**Run 1: drive-strength map**

Bar = 20 µm.
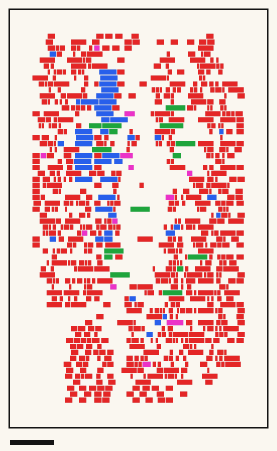
**Run 1: cell placement**

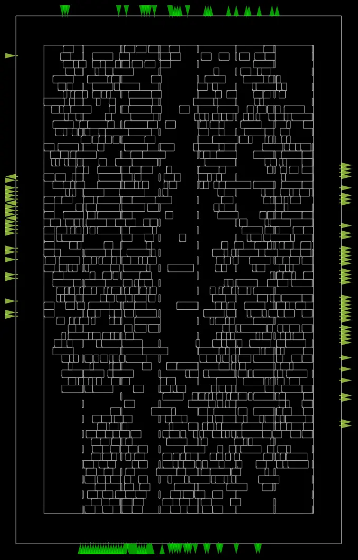
**Run 1: metal 4**

Supply wires on this layer in gray.
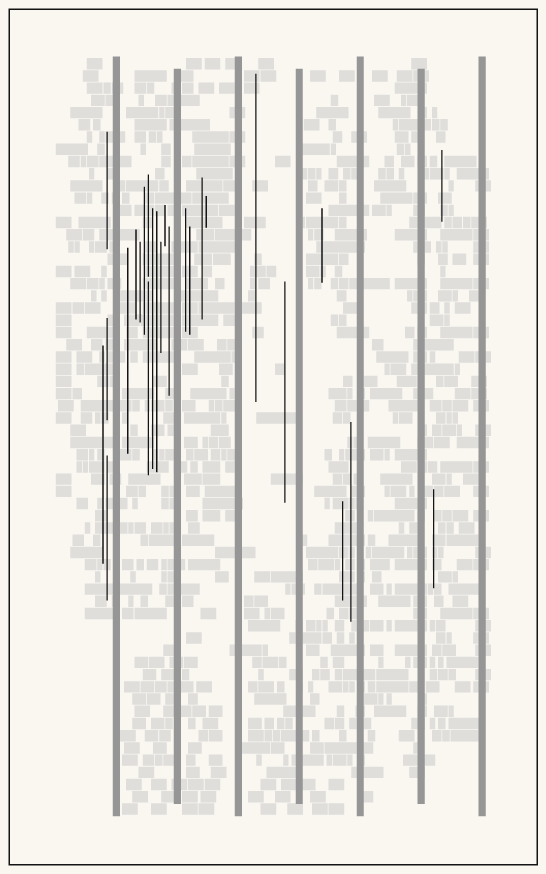
[config.mk]
export PLATFORM = sky130hd
export DESIGN_NAME = hazard_ctrl
export DESIGN_NICKNAME = d
export VERILOG_FILES = /design/src/rtl/hazard_ctrl.sv
export SDC_FILE = /design/constraint.sdc
export NUM_CORES = 1
export LEC_CHECK = 0
export ABC_AREA = 0
export CORE_ASPECT_RATIO = 1.75
export CORE_MARGIN = 10
export CORE_UTILIZATION = 35
export CTS_CLUSTER_SIZE = 14
export DETAILED_ROUTE_END_ITERATION = 8
export PLACE_DENSITY_LB_ADDON = 0.3
export SLEW_MARGIN = 10
export SYNTH_ARGS = -nofsm -noshare
export SYNTH_HDL_FRONTEND = slang
export SYNTH_SLANG_ARGS = --single-unit
[constraint.sdc]
create_clock -name clk_i -period 6.72 [get_ports clk_i]
set_input_delay 1.68 -clock clk_i [delete_from_list [all_inputs] [get_ports clk_i]]
set_output_delay 1.68 -clock clk_i [all_outputs]
set_load 0.01 [all_outputs]
[src/rtl/hazard_ctrl.sv]
// Hazard controller for the 5-stage RV32I pipeline: operand forwarding, stall/flush
// generation, an MDU pending-register scoreboard and saturating stall/flush counters.
module hazard_ctrl #(
    parameter int AW    = 5,
    parameter int CNT_W = 32
) (
    input  logic             clk_i,
    input  logic             rst_n_i,
    input  logic [AW-1:0]    rs1_d_i,
    input  logic [AW-1:0]    rs2_d_i,
    input  logic [AW-1:0]    rd_d_i,
    input  logic             reg_wr_en_d_i,
    input  logic             mdu_op_d_i,
    input  logic [AW-1:0]    rs1_e_i,
    input  logic [AW-1:0]    rs2_e_i,
    input  logic [AW-1:0]    rd_e_i,
    input  logic             load_e_i,
    input  logic             mdu_start_e_i,
    input  logic [AW-1:0]    rd_m_i,
    input  logic [AW-1:0]    rd_w_i,
    input  logic             reg_wr_en_m_i,
    input  logic             reg_wr_en_w_i,
    input  logic             mem_req_m_i,
    input  logic             mem_ready_i,
    input  logic             mdu_busy_i,
    input  logic             mdu_done_i,
    input  logic [AW-1:0]    mdu_rd_i,
    input  logic             pc_src_e_i,
    input  logic             clr_cnt_i,
    output logic [1:0]       forward_a_e_o,
    output logic [1:0]       forward_b_e_o,
    output logic             stall_f_o,
    output logic             stall_d_o,
    output logic             stall_e_o,
    output logic             stall_m_o,
    output logic             flush_d_o,
    output logic             flush_e_o,
    output logic             flush_w_o,
    output logic             sb_busy_o,
    output logic [CNT_W-1:0] stall_cnt_o,
    output logic [CNT_W-1:0] flush_cnt_o
);
    localparam int NREG = 2**AW;

    logic [NREG-1:0]  pending_q;
    logic [NREG-1:0]  pending_d;
    logic [CNT_W-1:0] stall_cnt_q;
    logic [CNT_W-1:0] flush_cnt_q;

    logic mem_stall;
    logic raw_e;
    logic pend_src;
    logic waw;
    logic mdu_struct;
    logic use_stall;
    logic use_hold;
    logic branch;

    always_comb begin
        forward_a_e_o = 2'b00;
        forward_b_e_o = 2'b00;
        if (reg_wr_en_m_i && rd_m_i != '0 && rd_m_i == rs1_e_i)
            forward_a_e_o = 2'b10;
        else if (reg_wr_en_w_i && rd_w_i != '0 && rd_w_i == rs1_e_i)
            forward_a_e_o = 2'b01;
        if (reg_wr_en_m_i && rd_m_i != '0 && rd_m_i == rs2_e_i)
            forward_b_e_o = 2'b10;
        else if (reg_wr_en_w_i && rd_w_i != '0 && rd_w_i == rs2_e_i)
            forward_b_e_o = 2'b01;
    end

    // Memory handshake: an access in M holds while mem_req_m_i && !mem_ready_i;
    // the cycle mem_ready_i is high completes the access and the pipeline advances.
    assign mem_stall = mem_req_m_i && !mem_ready_i;

    assign raw_e      = (load_e_i || mdu_start_e_i) && rd_e_i != '0 &&
                        (rd_e_i == rs1_d_i || rd_e_i == rs2_d_i);
    assign pend_src   = pending_q[rs1_d_i] || pending_q[rs2_d_i];
    assign waw        = reg_wr_en_d_i && pending_q[rd_d_i];
    assign mdu_struct = mdu_op_d_i && (mdu_busy_i || mdu_start_e_i);
    assign use_stall  = raw_e || pend_src || waw || mdu_struct;

    // A taken branch discards the D instruction, so its hazards are irrelevant.
    assign branch   = pc_src_e_i && !mem_stall;
    assign use_hold = use_stall && !mem_stall && !pc_src_e_i;

    assign stall_f_o = mem_stall || use_hold;
    assign stall_d_o = mem_stall || use_hold;
    assign stall_e_o = mem_stall;
    assign stall_m_o = mem_stall;
    assign flush_d_o = branch;
    assign flush_e_o = branch || use_hold;
    assign flush_w_o = mem_stall;

    // Set is applied after clear so a same-register set/clear leaves the bit set.
    always_comb begin
        pending_d = pending_q;
        if (mdu_done_i)
            pending_d[mdu_rd_i] = 1'b0;
        if (mdu_start_e_i && !mem_stall && rd_e_i != '0)
            pending_d[rd_e_i] = 1'b1;
    end

    always_ff @(posedge clk_i) begin
        if (!rst_n_i) begin
            pending_q   <= '0;
            stall_cnt_q <= '0;
            flush_cnt_q <= '0;
        end else begin
            pending_q <= pending_d;
            if (clr_cnt_i) begin
                stall_cnt_q <= '0;
                flush_cnt_q <= '0;
            end else begin
                if (stall_f_o && stall_cnt_q != '1)
                    stall_cnt_q <= stall_cnt_q + {{(CNT_W-1){1'b0}}, 1'b1};
                if (flush_d_o && flush_cnt_q != '1)
                    flush_cnt_q <= flush_cnt_q + {{(CNT_W-1){1'b0}}, 1'b1};
            end
        end
    end

    assign sb_busy_o   = |pending_q;
    assign stall_cnt_o = stall_cnt_q;
    assign flush_cnt_o = flush_cnt_q;
endmodule
==> deck_impl_summary.md, run 1 <==
Synthesis and Place & Route Summary

Logic synthesis
  • Register area share after synthesis: 33.2%
  • Post-synth ARST share: 0%

CTS
  • H-tree levels: 3
  • CTS-repair resized insts: 0

Routing
  • Residual DRC: 0
  • Routed wire length: 19.2 mm

Cells and area
  • Share of layout cells above drive strength 1: 8.92%
  • ANT cells: 0
  • NonClk Buf Share: 18.2%
  • Nets: 852

STA
  • Final Setup Violations: 0
  • Hold Vio Cnt, Final: 0

Global routing
  • GRT Max-Usage Layer: met2
  • Initial antenna violation count: 0
  • GR Overflow Total: 0

Min path
  • Hold wc startpoint: stall_cnt_o[27]

Critical path
  • Worst path cell trace: clkdlybuf4s50_1, mux4_2, nor2_1, nor4b_1, nor3_1, nand4_1, nor3_1, nor2_1, clkdlybuf4s50_1
  • Worst Setup SP: rs1_d_i[0]
  • Instance count on the critical path: 9

Status
  • Status: finished, final reports clean

Pwr
  • Maximum vdd drop: 0.106 mV
Notes on 'drive-strength map' above:
_6 and larger -> green  # cells 15
_3 and _4 cells -> magenta  # cells 12
_0 and _1 cells -> red  # cells 725
_2 cells -> blue  # cells 44

Notes on 'cell placement' above:
Core Area: 16,400 µm²
fin util: 46.6%

Notes on 'metal 4' above:
wire length on this layer = 826 µm
share of all routed wire = 4.3%
nets with wire on the layer = 22
longest straight run = 72.8 µm
main direction = vertical

==> run 2, diff against run 1 <==
--- a/config.mk
+++ b/config.mk
@@ -5,13 +5,13 @@
 export SDC_FILE = /design/constraint.sdc
 export NUM_CORES = 1
 export LEC_CHECK = 0
-export ABC_AREA = 0
 export CORE_ASPECT_RATIO = 1.75
 export CORE_MARGIN = 10
-export CORE_UTILIZATION = 35
+export CORE_UTILIZATION = 30
 export CTS_CLUSTER_SIZE = 14
 export DETAILED_ROUTE_END_ITERATION = 8
 export PLACE_DENSITY_LB_ADDON = 0.3
+export SKIP_LAST_GASP = 1
 export SLEW_MARGIN = 10
 export SYNTH_ARGS = -nofsm -noshare
 export SYNTH_HDL_FRONTEND = slang
==> run 2 against run 1 <==
Routed wire length increased by 5.9%. Non-clock buffer count increased by 1. Fmax is 0.56% lower. Clock power down 3%. Sequential cell count unchanged. Cell area up 0.23%. Critical path depth is 1 lower. Synthesized cell count is the same. Via count rose by 0.68%. Sequential share of layout area decreased by 0.058 points. Largest power group unchanged.
==> deck_impl_summary.md, run 2 <==
Synthesis and Place & Route Summary

Status
  • Status: finished, final reports clean

Critical path
  • Worst Setup SP: rs1_d_i[0]
  • WP buf/inv: 2
  • Crit path launch type: input port

Logic synthesis
  • Register area share after synthesis: 33.2% (unchanged)
  • Post-synth ARST share: 0% (unchanged)
  • Yosys xor share: 10.6%

Global routing
  • Met2 usage: 29.5%
  • Grt met3 use: 3.72%
  • GRT Max-Usage Layer: met2
  • GR Overflow Total: 0 (unchanged)
  • Initial antenna violation count: 1 (+1)

Placed design
  • Dpl cell area: 7340 µm²
  • DP Cell Count: 1,022
  • IO Port Bufs: 134

Cells and area
  • Share of layout cells above drive strength 1: 9.16% (+0.24 points)
  • NonClk Buf Share: 18.2% (+0.057 points)
  • Fin util: 40.0% (-6.6 points)
  • Clock buf count: 9
  • Comb area share: 48.2%
  • ANT cells: 1 (+1)

STA
  • Final Setup Violations: 0 (unchanged)
  • Final hold slack: 0.505 ns
  • Hold Vio Cnt, Final: 0 (unchanged)

Min path
  • Hold wc startpoint: stall_cnt_o[1]

Floorplanning
  • Core Area: 19,100 µm² (+17%)

CTS
  • CTS-repair resized insts: 0 (unchanged)

Pwr
  • Maximum vdd drop: 0.0948 mV (-11%)

Routing
  • Residual DRC: 0 (unchanged)
  • Via Count: 5,476
**Run 2: cell placement**

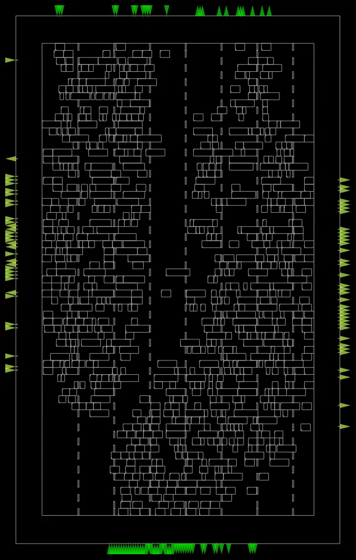
Cell Count, Final, Fillers Out: 1,039
Fillers: 1,955

**Run 2: drive-strength map**

Bar = 50 µm.
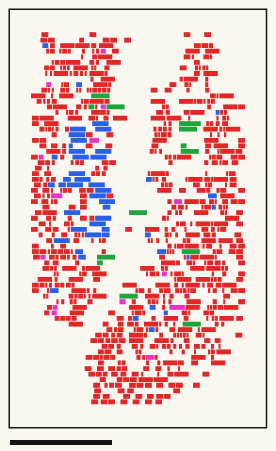
_6 and larger -> green  # cells 13
_3 and _4 cells -> magenta  # cells 14
_2 cells -> blue  # cells 46
_0 and _1 cells -> red  # cells 724

==> run 3, diff against run 2 <==
--- a/config.mk
+++ b/config.mk
@@ -6,11 +6,12 @@
 export NUM_CORES = 1
 export LEC_CHECK = 0
 export CORE_ASPECT_RATIO = 1.75
-export CORE_MARGIN = 10
-export CORE_UTILIZATION = 30
+export CORE_MARGIN = 3
+export CORE_UTILIZATION = 41
 export CTS_CLUSTER_SIZE = 14
 export DETAILED_ROUTE_END_ITERATION = 8
 export PLACE_DENSITY_LB_ADDON = 0.3
+export SKIP_CTS_REPAIR_TIMING = 1
 export SKIP_LAST_GASP = 1
 export SLEW_MARGIN = 10
 export SYNTH_ARGS = -nofsm -noshare
==> run 3 against run 2 <==
Clock skew is 0.0012 ns lower. Routed wire length is 12% lower. Combinational power is 3% lower. Sequential share of layout area is 0.38 points higher. Critical path depth is 1 higher. Clock power is 2% lower. Setup slack worse by 0.057 ns. Critical path type unchanged. Largest power group unchanged.
==> deck_impl_summary.md, run 3 <==
Synthesis and Place & Route Summary

Logic synthesis
  • Synthesized instance count: 673
  • Yosys xor share: 10.6% (unchanged)
  • Post-synth ARST share: 0% (unchanged)
  • Synth Area in Simple Gates: 27.8%
  • Adder Area Share: 0.432%
  • Register area share after synthesis: 33.2% (unchanged)
  • Chip Area, Yosys: 5790 µm²

Pwr
  • Maximum vdd drop: 0.141 mV (+49%)

Cells and area
  • Fillers: 1,256 (-36%)
  • Clock buf count: 10 (+1)
  • ANT cells: 0 (-1)
  • NonClk Buf Share: 18.2% (-0.023 points)
  • Comb area share: 48.9% (+0.65 points)
  • Cell Count, Final, Fillers Out: 968 (-6.8%)
  • Fin util: 55.4% (+15 points)
  • Share of layout cells above drive strength 1: 8.56% (-0.60 points)

Placed design
  • DP Cell Count: 952 (-6.8%)
  • Dpl cell area: 7220 µm² (-1.5%)
  • IO Port Bufs: 134 (unchanged)

Floorplanning
  • Rows: 56
  • Core Area: 13,600 µm² (-29%)

STA
  • Hold Vio Cnt, Final: 0 (unchanged)
  • Post-route clock period utilization: 94.2%
  • Post-route minimum period: 6.33 ns
  • Final Setup Violations: 0 (unchanged)
  • Final hold slack: 0.496 ns (-0.00985 ns)

Critical path
  • Critical path's most frequent cell: mux2i_1
  • Instance count on the critical path: 9
  • Crit path launch type: input port
  • Worst Setup SP: rs2_d_i[0]
  • CP required: 5.04 ns
  • WP buf/inv: 2 (unchanged)
  • Worst path cell trace: clkdlybuf4s50_1, mux4_2, mux2i_1, mux2i_1, mux2i_1, nand4_1, nor2_1, o21ai_0, clkdlybuf4s50_1

Global routing
  • Initial antenna violation count: 0 (-1)
  • GR Overflow Total: 0 (unchanged)
  • GRT Max-Usage Layer: met2
  • Met2 usage: 44.3% (+15 points)

Status
  • Status: finished, final reports clean

Min path
  • Hold wc startpoint: stall_cnt_o[1]

Routing
  • DR top layer: met4
  • Residual DRC: 0 (unchanged)
**Run 3: M3 wires**

Bar = 20 µm.
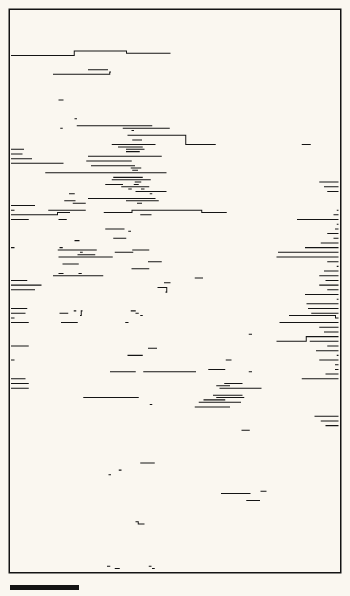
share of all routed wire = 5.5%
main direction = horizontal
wire length on this layer = 992 µm

**Run 3: metal 4**

Supply wires on this layer in gray.
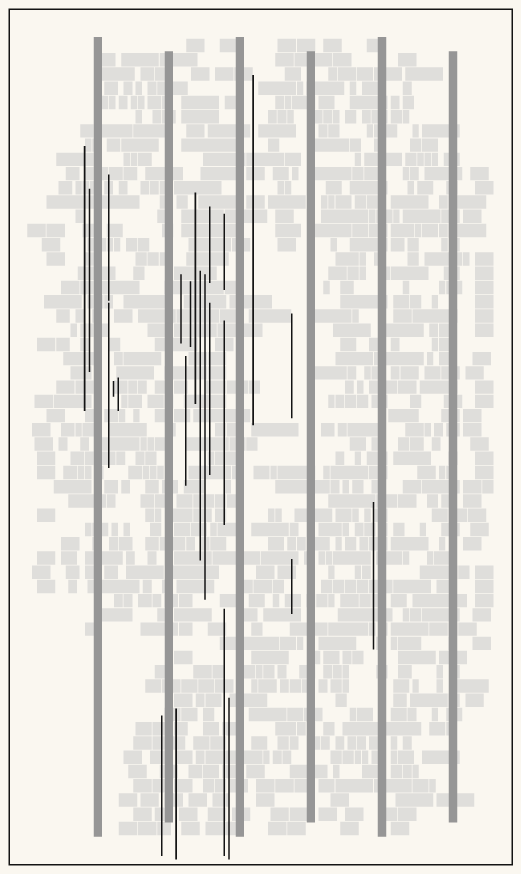
main direction = vertical
nets with wire on the layer = 22
share of all routed wire = 4.0%
longest straight run = 66.6 µm
wire length on this layer = 713 µm


==> notes/layouts.md <==
Pictures saved along the way, in no particular order.

Metal layers overlaid.
panel A
Bar = 50 µm.
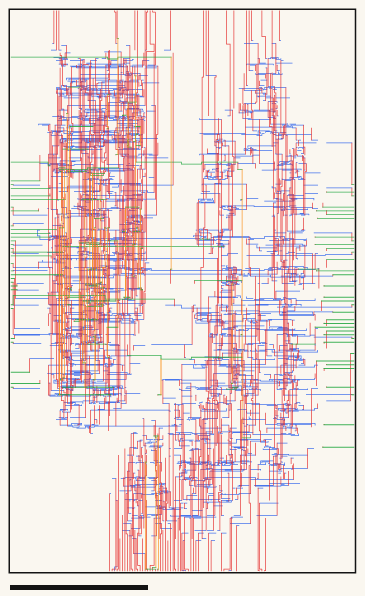
panel B
Bar = 20 µm.
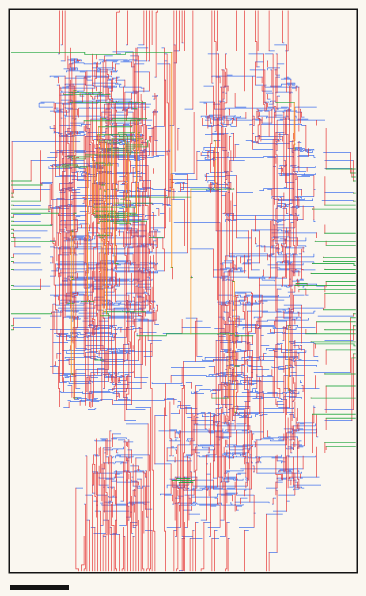
- run 1 = panel B
- run 2 = panel A

Power is estimated from default activity; no workload was simulated.
